`src/rtl/riscv_mem_responder_pkg.sv`:
```
`default_nettype none
// ============================================================================
// Module      : riscv_mem_responder_pkg
// Description : Shared memory-system definitions: widths, responder FSM
//               state encoding and address helper.
// Revision    : 1.0 - initial release
// ============================================================================
package riscv_mem_responder_pkg;

    localparam int DATA_W  = 32;
    localparam int WADDR_W = 30;
    localparam int STATE_W = 3;
    localparam int MASK_W  = 4;

    typedef enum logic [STATE_W-1:0] {
        IDLE   = 3'd0,
        D_REQ  = 3'd1,
        D_WAIT = 3'd2,
        I_REQ  = 3'd3,
        I_WAIT = 3'd4
    } state_t;

    // Byte address to word address; the two lane bits are dropped.
    function automatic logic [WADDR_W-1:0] word_addr(input logic [DATA_W-1:0] byte_addr);
        return byte_addr[DATA_W-1:2];
    endfunction

endpackage
`default_nettype wire

```
`src/rtl/riscv_mem_responder_ifetch_buf.sv`:
```
`default_nettype none
// ============================================================================
// Module      : ifetch_buf
// Description : Single-entry instruction fetch buffer with lookup, fill on
//               fetch response and invalidate on a matching store.
// Revision    : 1.0 - initial release
// ============================================================================
module ifetch_buf
    import riscv_mem_responder_pkg::*;
(
    input  logic               clk,
    input  logic               reset,
    input  logic [WADDR_W-1:0] i_lookup_addr,
    output logic               o_hit,
    output logic [DATA_W-1:0]  o_data,
    input  logic               i_fill,
    input  logic [WADDR_W-1:0] i_fill_addr,
    input  logic [DATA_W-1:0]  i_fill_data,
    input  logic               i_inv,
    input  logic [WADDR_W-1:0] i_inv_addr
);

    logic               r_valid;
    logic [WADDR_W-1:0] r_addr;
    logic [DATA_W-1:0]  r_data;

    // Entry storage: fill and invalidate come from different FSM states,
    // so they never coincide.
    always_ff @(posedge clk or negedge reset) begin
        if (!reset) begin
            r_valid <= 1'b0;
            r_addr  <= '0;
            r_data  <= '0;
        end else if (i_fill) begin
            r_valid <= 1'b1;
            r_addr  <= i_fill_addr;
            r_data  <= i_fill_data;
        end else if (i_inv && (i_inv_addr == r_addr)) begin
            r_valid <= 1'b0;
        end
    end

    assign o_hit  = r_valid && (r_addr == i_lookup_addr);
    assign o_data = r_data;

endmodule
`default_nettype wire

```
`src/rtl/riscv_mem_responder.sv`:
```
`default_nettype none
// ============================================================================
// Module      : riscv_mem_responder
// Description : Bridges a CPU's instruction and data ports onto one backing
//               memory port. Data access first, then fetch; one request in
//               flight; single-entry fetch buffer short-circuits repeats.
// Revision    : 1.0 - initial release
// ============================================================================
module riscv_mem_responder
    import riscv_mem_responder_pkg::*;
(
    input  logic                clk,
    input  logic                reset,
    input  logic [DATA_W-1:0]   icache_addr,
    input  logic                icache_re,
    input  logic [DATA_W-1:0]   dcache_addr,
    input  logic                dcache_re,
    input  logic [MASK_W-1:0]   dcache_we,
    input  logic [DATA_W-1:0]   dcache_din,
    output logic [DATA_W-1:0]   icache_dout,
    output logic [DATA_W-1:0]   dcache_dout,
    output logic                stall,
    output logic                mem_req_valid,
    input  logic                mem_req_ready,
    output logic                mem_req_rnw,
    output logic [WADDR_W-1:0]  mem_req_addr,
    output logic [MASK_W-1:0]   mem_req_wmask,
    output logic [DATA_W-1:0]   mem_req_data,
    input  logic                mem_resp_valid,
    input  logic [DATA_W-1:0]   mem_resp_data
);

    state_t              r_state;
    state_t              w_next;

    logic [WADDR_W-1:0]  r_iaddr;
    logic                r_ire;
    logic [WADDR_W-1:0]  r_daddr;
    logic                r_dre;
    logic [MASK_W-1:0]   r_dwe;
    logic [DATA_W-1:0]   r_ddin;
    logic                r_fetch_pend;
    logic [DATA_W-1:0]   r_idout;
    logic [DATA_W-1:0]   r_ddout;

    logic [WADDR_W-1:0]  w_iwaddr;
    logic [WADDR_W-1:0]  w_dwaddr;
    logic                w_buf_hit;
    logic [DATA_W-1:0]   w_buf_data;
    logic                w_data_op;
    logic                w_fetch_pend;
    logic                w_is_write;
    logic                w_fill;
    logic                w_inv;
    logic                w_unused;

    assign w_iwaddr     = word_addr(icache_addr);
    assign w_dwaddr     = word_addr(dcache_addr);
    assign w_data_op    = (dcache_we != '0) || dcache_re;
    assign w_fetch_pend = icache_re && !w_buf_hit;
    assign w_is_write   = (r_dwe != '0);
    // Lane bits and the captured read strobes only matter through other paths.
    assign w_unused     = ^{icache_addr[1:0], dcache_addr[1:0], r_ire, r_dre};

    ifetch_buf u_ifetch_buf (
        .clk           (clk),
        .reset         (reset),
        .i_lookup_addr (w_iwaddr),
        .o_hit         (w_buf_hit),
        .o_data        (w_buf_data),
        .i_fill        (w_fill),
        .i_fill_addr   (r_iaddr),
        .i_fill_data   (mem_resp_data),
        .i_inv         (w_inv),
        .i_inv_addr    (r_daddr)
    );

    // State register.
    always_ff @(posedge clk or negedge reset) begin
        if (!reset) begin
            r_state <= IDLE;
        end else begin
            r_state <= w_next;
        end
    end

    // Next-state and memory-port drive; data access always precedes fetch.
    always_comb begin
        w_next        = r_state;
        mem_req_valid = 1'b0;
        mem_req_rnw   = 1'b1;
        mem_req_addr  = '0;
        mem_req_wmask = '0;
        mem_req_data  = '0;
        w_fill        = 1'b0;
        w_inv         = 1'b0;
        case (r_state)
            IDLE: begin
                if (w_data_op) begin
                    w_next = D_REQ;
                end else if (w_fetch_pend) begin
                    w_next = I_REQ;
                end
            end
            D_REQ: begin
                mem_req_valid = 1'b1;
                mem_req_rnw   = !w_is_write;
                mem_req_addr  = r_daddr;
                mem_req_wmask = r_dwe;
                mem_req_data  = r_ddin;
                if (mem_req_ready) begin
                    if (w_is_write) begin
                        w_inv  = 1'b1;
                        w_next = r_fetch_pend ? I_REQ : IDLE;
                    end else begin
                        w_next = D_WAIT;
                    end
                end
            end
            D_WAIT: begin
                if (mem_resp_valid) begin
                    w_next = r_fetch_pend ? I_REQ : IDLE;
                end
            end
            I_REQ: begin
                mem_req_valid = 1'b1;
                mem_req_addr  = r_iaddr;
                if (mem_req_ready) begin
                    w_next = I_WAIT;
                end
            end
            I_WAIT: begin
                if (mem_resp_valid) begin
                    w_fill = 1'b1;
                    w_next = IDLE;
                end
            end
            default: w_next = IDLE;
        endcase
    end

    // Request capture in IDLE and response/hit loading of the output words.
    always_ff @(posedge clk or negedge reset) begin
        if (!reset) begin
            r_iaddr      <= '0;
            r_ire        <= 1'b0;
            r_daddr      <= '0;
            r_dre        <= 1'b0;
            r_dwe        <= '0;
            r_ddin       <= '0;
            r_fetch_pend <= 1'b0;
            r_idout      <= '0;
            r_ddout      <= '0;
        end else begin
            if (r_state == IDLE) begin
                r_iaddr      <= w_iwaddr;
                r_ire        <= icache_re;
                r_daddr      <= w_dwaddr;
                r_dre        <= dcache_re;
                r_dwe        <= dcache_we;
                r_ddin       <= dcache_din;
                r_fetch_pend <= w_fetch_pend;
                if (icache_re && w_buf_hit) begin
                    r_idout <= w_buf_data;
                end
            end
            if ((r_state == D_WAIT) && mem_resp_valid) begin
                r_ddout <= mem_resp_data;
            end
            if ((r_state == I_WAIT) && mem_resp_valid) begin
                r_idout <= mem_resp_data;
            end
        end
    end

    assign stall       = (r_state != IDLE);
    assign icache_dout = r_idout;
    assign dcache_dout = r_ddout;

endmodule
`default_nettype wire

```
`config.mk`:
```
export PLATFORM = sky130hd
export DESIGN_NAME = riscv_mem_responder
export DESIGN_NICKNAME = d
export VERILOG_FILES = /design/src/rtl/riscv_mem_responder_pkg.sv /design/src/rtl/riscv_mem_responder_ifetch_buf.sv /design/src/rtl/riscv_mem_responder.sv
export SDC_FILE = /design/constraint.sdc
export NUM_CORES = 1
export LEC_CHECK = 0
export CAP_MARGIN = 20
export CORE_MARGIN = 4
export CORE_UTILIZATION = 48
export DETAILED_ROUTE_END_ITERATION = 8
export PLACE_DENSITY = 0.8
export SLEW_MARGIN = 5
export SYNTH_ARGS = -nofsm -noshare
export SYNTH_HDL_FRONTEND = slang
export SYNTH_SLANG_ARGS = --single-unit
```
`constraint.sdc`:
```
create_clock -name clk -period 2.8 [get_ports clk]
set_input_delay 0.56 -clock clk [delete_from_list [all_inputs] [get_ports clk]]
set_output_delay 0.56 -clock clk [all_outputs]
set_load 0.03 [all_outputs]
```
==> results.json, run 1 <==
{
  "drcViolationCount": 0,
  "seq-cell-share_pct": 41.5,
  "hold_viol": 10,
  "clockBufferCount": 34,
  "synth_warnings": 0,
  "clock_area_share_pct": 6.12,
  "lay_top_cells": "nand2_1, dfrtp_1, clkdlybuf4s50_1",
  "clk-power_uw": 3330,
  "root_buffer": "clkbuf_16",
  "syn-instance-count": 961,
  "path_cells": "nor3_4 > clkinv_2 > clkdlybuf4s50_1",
  "grt-busiest-layer": "met2",
  "clock_sinks": 227,
  "outcome": "complete, but fails checks",
  "ys_types": 32,
  "worst_ep_required_time_ps": 2240,
  "design.seq.count": 227,
  "synthAoiAreaFrac_pct": 0.672,
  "pg_comb_uw": 7830,
  "drt-met1-wl_mm": 10.6,
  "hp-class": "in -> async",
  "logic_family": "simple AND/OR/NAND/NOR gates",
  "endpoint": "stall",
  "hold_ws_ps": -13.4,
  "mux_area_share_pct": 14.1,
  "path_depth": 3,
  "core.rowCount": 52,
  "cp-start-kind": "flop",
  "p_int_uw": 9950,
  "crit_path_max_incr_delay_ps": 650,
  "setup_violations": 0,
  "clk_path_buf_depth": 3,
  "grt_overflow": 0,
  "edf_count": 0,
  "critPathLaunch": "r_state[1]",
  "fp_util_pct": 48.8,
  "combinationalPowerShare_pct": 46.1,
  "grt_pass1_wl_mm": 42.8,
  "cpMaxStageDelayCell": "clkdlybuf4s50_1",
  "use_met2_pct": 40.4,
  "synth-adder-area-share_pct": 0,
  "p_leak_uw": 0.00673,
  "nNetsFinal": 1366,
  "top_layer_used": "met5",
  "violations": "hold timing"
}
==> run 1: sequential cells by signal (all words and copies together) (netlist names) <==
name,flops
dcache_dout,32
icache_dout,32
r_daddr,30
r_ddin,32
r_dwe,4
r_fetch_pend,1
r_iaddr,30
r_state,3
u_ifetch_buf.o_data,32
u_ifetch_buf.r_addr,30
u_ifetch_buf.r_valid,1
==> run 1: cells by family after synthesis <==
kind of cell | count (synthesis)
buf+inv | 52
xor+xnor | 61
mux | 127
flops | 227
simple gates | 485
compound gates | 9
==> run 1: Yosys cell counts, types with 8 or more instances <==
library cell  count
nand2_1         384
nor2_1           38
nor4_1            9
buf_1             8
dfrtp_1         227
mux2i_1          30
xnor2_1          31
and2_1           36
mux2_2           96
clkbuf_1         31
xor2_1           30
nand4_1           8
==> run 1: through the flow <==
stage / setup WS (ps) / area [um2] / utilization (%) / hold WS [ps] / power [uW]
after detailed placement: 78.8 / 12900 / 63.6 / 454 / 13900
after floorplan: 687 / 9870 / - / 264 / 10600
after global placement: 161 / 12900 / 63.6 / 448 / 13700
final: 145 / 13700 / 67.7 / -13.4 / 17000
after global routing: 39.3 / 13700 / 67.7 / 16.4 / 18000
after CTS: 2.19 / 13700 / 67.7 / 3.04 / 17100
==> run 1: worst min-delay path by stage <==
stage	start	to	slack, ps	cells past startpoint
6_report	reset	r_daddr[17]	-10	1
5_1_grt	reset	u_ifetch_buf.r_addr[12]	20	1
4_1_cts	reset	u_ifetch_buf.r_addr[19]	3	1
3_5_place_dp	r_ddin[19]	r_ddin[19]	450	2
3_3_place_gp	r_ddin[11]	r_ddin[11]	450	2
2_1_floorplan	reset	dcache_dout[0]	260	0
==> run 1: what timing repair did <==
item,in CTS,in global routing
buffers inserted,1,0
resized,32,3
setup endpoints to repair,32,2
pin swaps,0,0
hold buffers,0,0
**Run 1: port wiring**

Scale: 2 px per um.
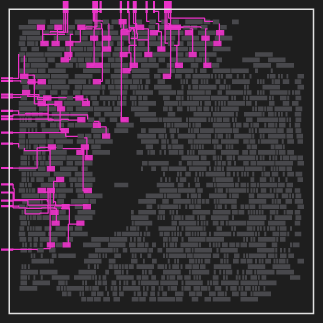
mem_resp_data -> magenta  # bits 32, direction input, edge 17 north, 15 west, end cells 64, wire 1260 um
I/O pin count: 271
PortBufs: 266

**Run 1: gate-type map**

Scale: 3 px per um.
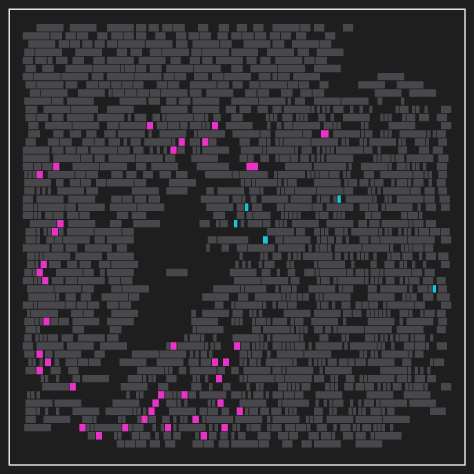
AND and OR gates -> magenta  # cells 38
inverters -> cyan  # cells 5, where centre
non-filler cells, final: 1518
combinational share of cell area: 29.4%
Top cell excl fill/tap: nand2_1

**Run 1: cells by drive strength**

Scale: 3 px per um.
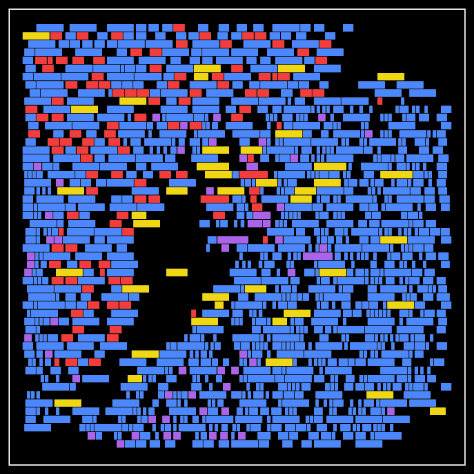
drive 2 -> red  # cells 111, share 8.9%
drive 1 or less -> blue  # cells 1040, share 83%
drive 3 to 4 -> purple  # cells 55, share 4.4%
drive 6 and up -> yellow  # cells 41, share 3.3%

**Run 1: I/O pins on the die edge**

Scale: 3 px per um. Pins as bars across the die edge, other pins in grey.
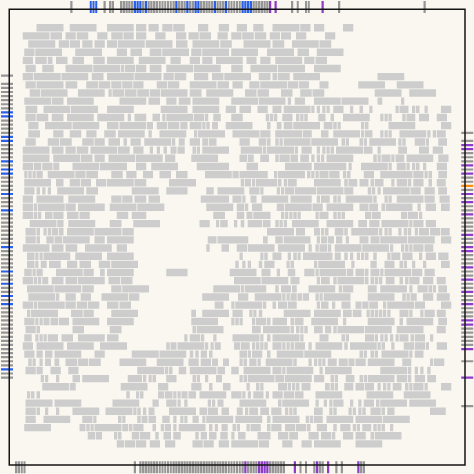
mem_req_addr -> purple  # pins 30, direction output, edge 18 east, 9 south, 3 north
mem_resp_data -> blue  # pins 32, direction input, edge 17 north, 15 west
icache_re -> orange  # pins 1, direction input, edge east
die width: 151 um
Die H: 151 um

==> run 1 -> run 2 <==
--- a/config.mk
+++ b/config.mk
@@ -10,6 +10,7 @@
 export CORE_UTILIZATION = 48
 export DETAILED_ROUTE_END_ITERATION = 8
 export PLACE_DENSITY = 0.8
+export SETUP_SLACK_MARGIN = 0.4
 export SLEW_MARGIN = 5
 export SYNTH_ARGS = -nofsm -noshare
 export SYNTH_HDL_FRONTEND = slang
**Run 2: cells by drive strength**

Scale: 3 px per um.
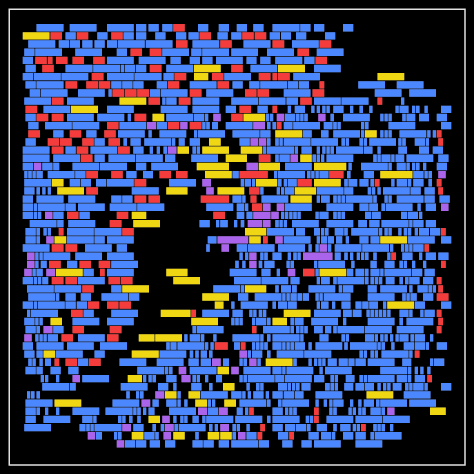
drive 2 -> red  # cells 143, share 11%
drive 1 or less -> blue  # cells 990, share 79%
drive 6 and up -> yellow  # cells 70, share 5.6%
drive 3 to 4 -> purple  # cells 58, share 4.6%

==> run 2 against run 1 <==
Against the previous run:
- the run still ends with hold timing left
- non-clock buffer count grew 14
- worst hold slack is essentially flat
- final area grew 1.8%
- clock power is essentially flat
- synthesized cell count is the same
- first-iteration DRC count shrank 17%
- sequential share of layout area shrank 0.73 points
- total power grew 4.1%
- combinational power grew 8.7%
- setup slack gained 250 ps
- critical path type unchanged
- critical endpoint is now mem_req_addr[25]
- largest power group unchanged
==> results.json, run 2 <==
{
  "nNetsFinal": 1380,
  "hp-class": "in -> async",
  "portBuffers": 266,
  "fin_util_pct": 68.9,
  "path_cells": "buf_6 > buf_12 > mux2i_2 > nor2_1 > buf_4",
  "p_leak_uw": 0.00681,
  "worst_ep_required_time_ps": 2240,
  "die_w_um": 151,
  "root_buffer": "clkbuf_16",
  "violations": "hold timing",
  "lay_top_cells": "nand2_1, dfrtp_1, clkdlybuf4s50_1",
  "setup_violations": 0,
  "post_dp_cell_area_mm2": 0.0129,
  "hold_viol": 9,
  "dieHeight_um": 151,
  "grt-busiest-layer": "met2",
  "outcome": "complete, but fails checks",
  "clk_path_buf_depth": 3,
  "top_layer_used": "met5",
  "design_area_mm2": 0.0139,
  "edf_count": 0,
  "fp_util_pct": 48.8,
  "synth-adder-area-share_pct": 0,
  "hold_ws_ps": -13.7,
  "cp-start-kind": "flop",
  "drt-met1-wl_mm": 10.9,
  "drcViolationCount": 0,
  "use_met2_pct": 41.7
}
**Run 2: port wiring**

Scale: 2 px per um.
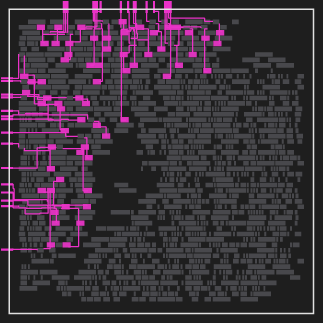

-- run 2: netlist changes by cell type in the layout (fill, tap and decap cells not counted), sizes merged --
cell	delta
buf	+41
clkbuf	+3
clkdlybuf4s15	+3
clkdlybuf4s50	-1
diode	+1
dlygate4sd2	-30
dlymetal6s2s	-2
-- run 2: final timing paths --
| kind | slack, ps | start | endpoint |
|---|---|---|---|
| max in group asynchronous | 2060 | reset | u_ifetch_buf.o_data[29] |
| setup reg to reg | 550 | r_state[0] | icache_dout[21] |
| setup / recovery | 390 | r_state[1] | mem_req_addr[25] |
| hold / removal | -10 | reset | r_daddr[17] |
| min in group clk | 460 | r_ddin[31] | r_ddin[31] |
| hold reg to reg | 460 | r_ddin[31] | r_ddin[31] |
-- run 2: stage by stage --
stage               setup slack (ps)  instances  total power [uW]
floorplan                        687        961             10600
global placement                 161       1470             13700
detailed placement              78.8       1470             13900
CTS                              359       1524             17600
global route                     326       1533             18700
finish                           392       1533             17600
-- run 2: layout make-up --
class                   count  area, um2
inverters                   5       20.0
flip-flops and latches    227       5690
clock buffers              34        699
clock inverters            12        139
well taps                 270        338
multi-input cells         682       4080
fillers                  1524       6290
repair buffers            301       2980
diodes                      2       5.00
-- run 2: power by group --
group | internal (uW) | switching, uW | total [uW]
clock | 2020 | 1310 | 3330
combinational | 3620 | 4890 | 8510
sequential | 4770 | 1040 | 5810
total | 10400 | 7240 | 17600
-- run 2: cells by family after synthesis --
logic type / Yosys count
compound gates: 9
xor+xnor: 61
buf+inv: 52
flops: 227
mux: 127
simple gates: 485
-- run 2: repair_timing --
action / in CTS / in global routing
setup buffers: 7 / 4
cloned: 1 / 3
gates resized: 173 / 39
pin swaps: 1 / 12
endpoints found under the hold margin: 0 / 0
endpoints found under the setup margin: 69 / 63
Power and IR drop assume default switching activity.
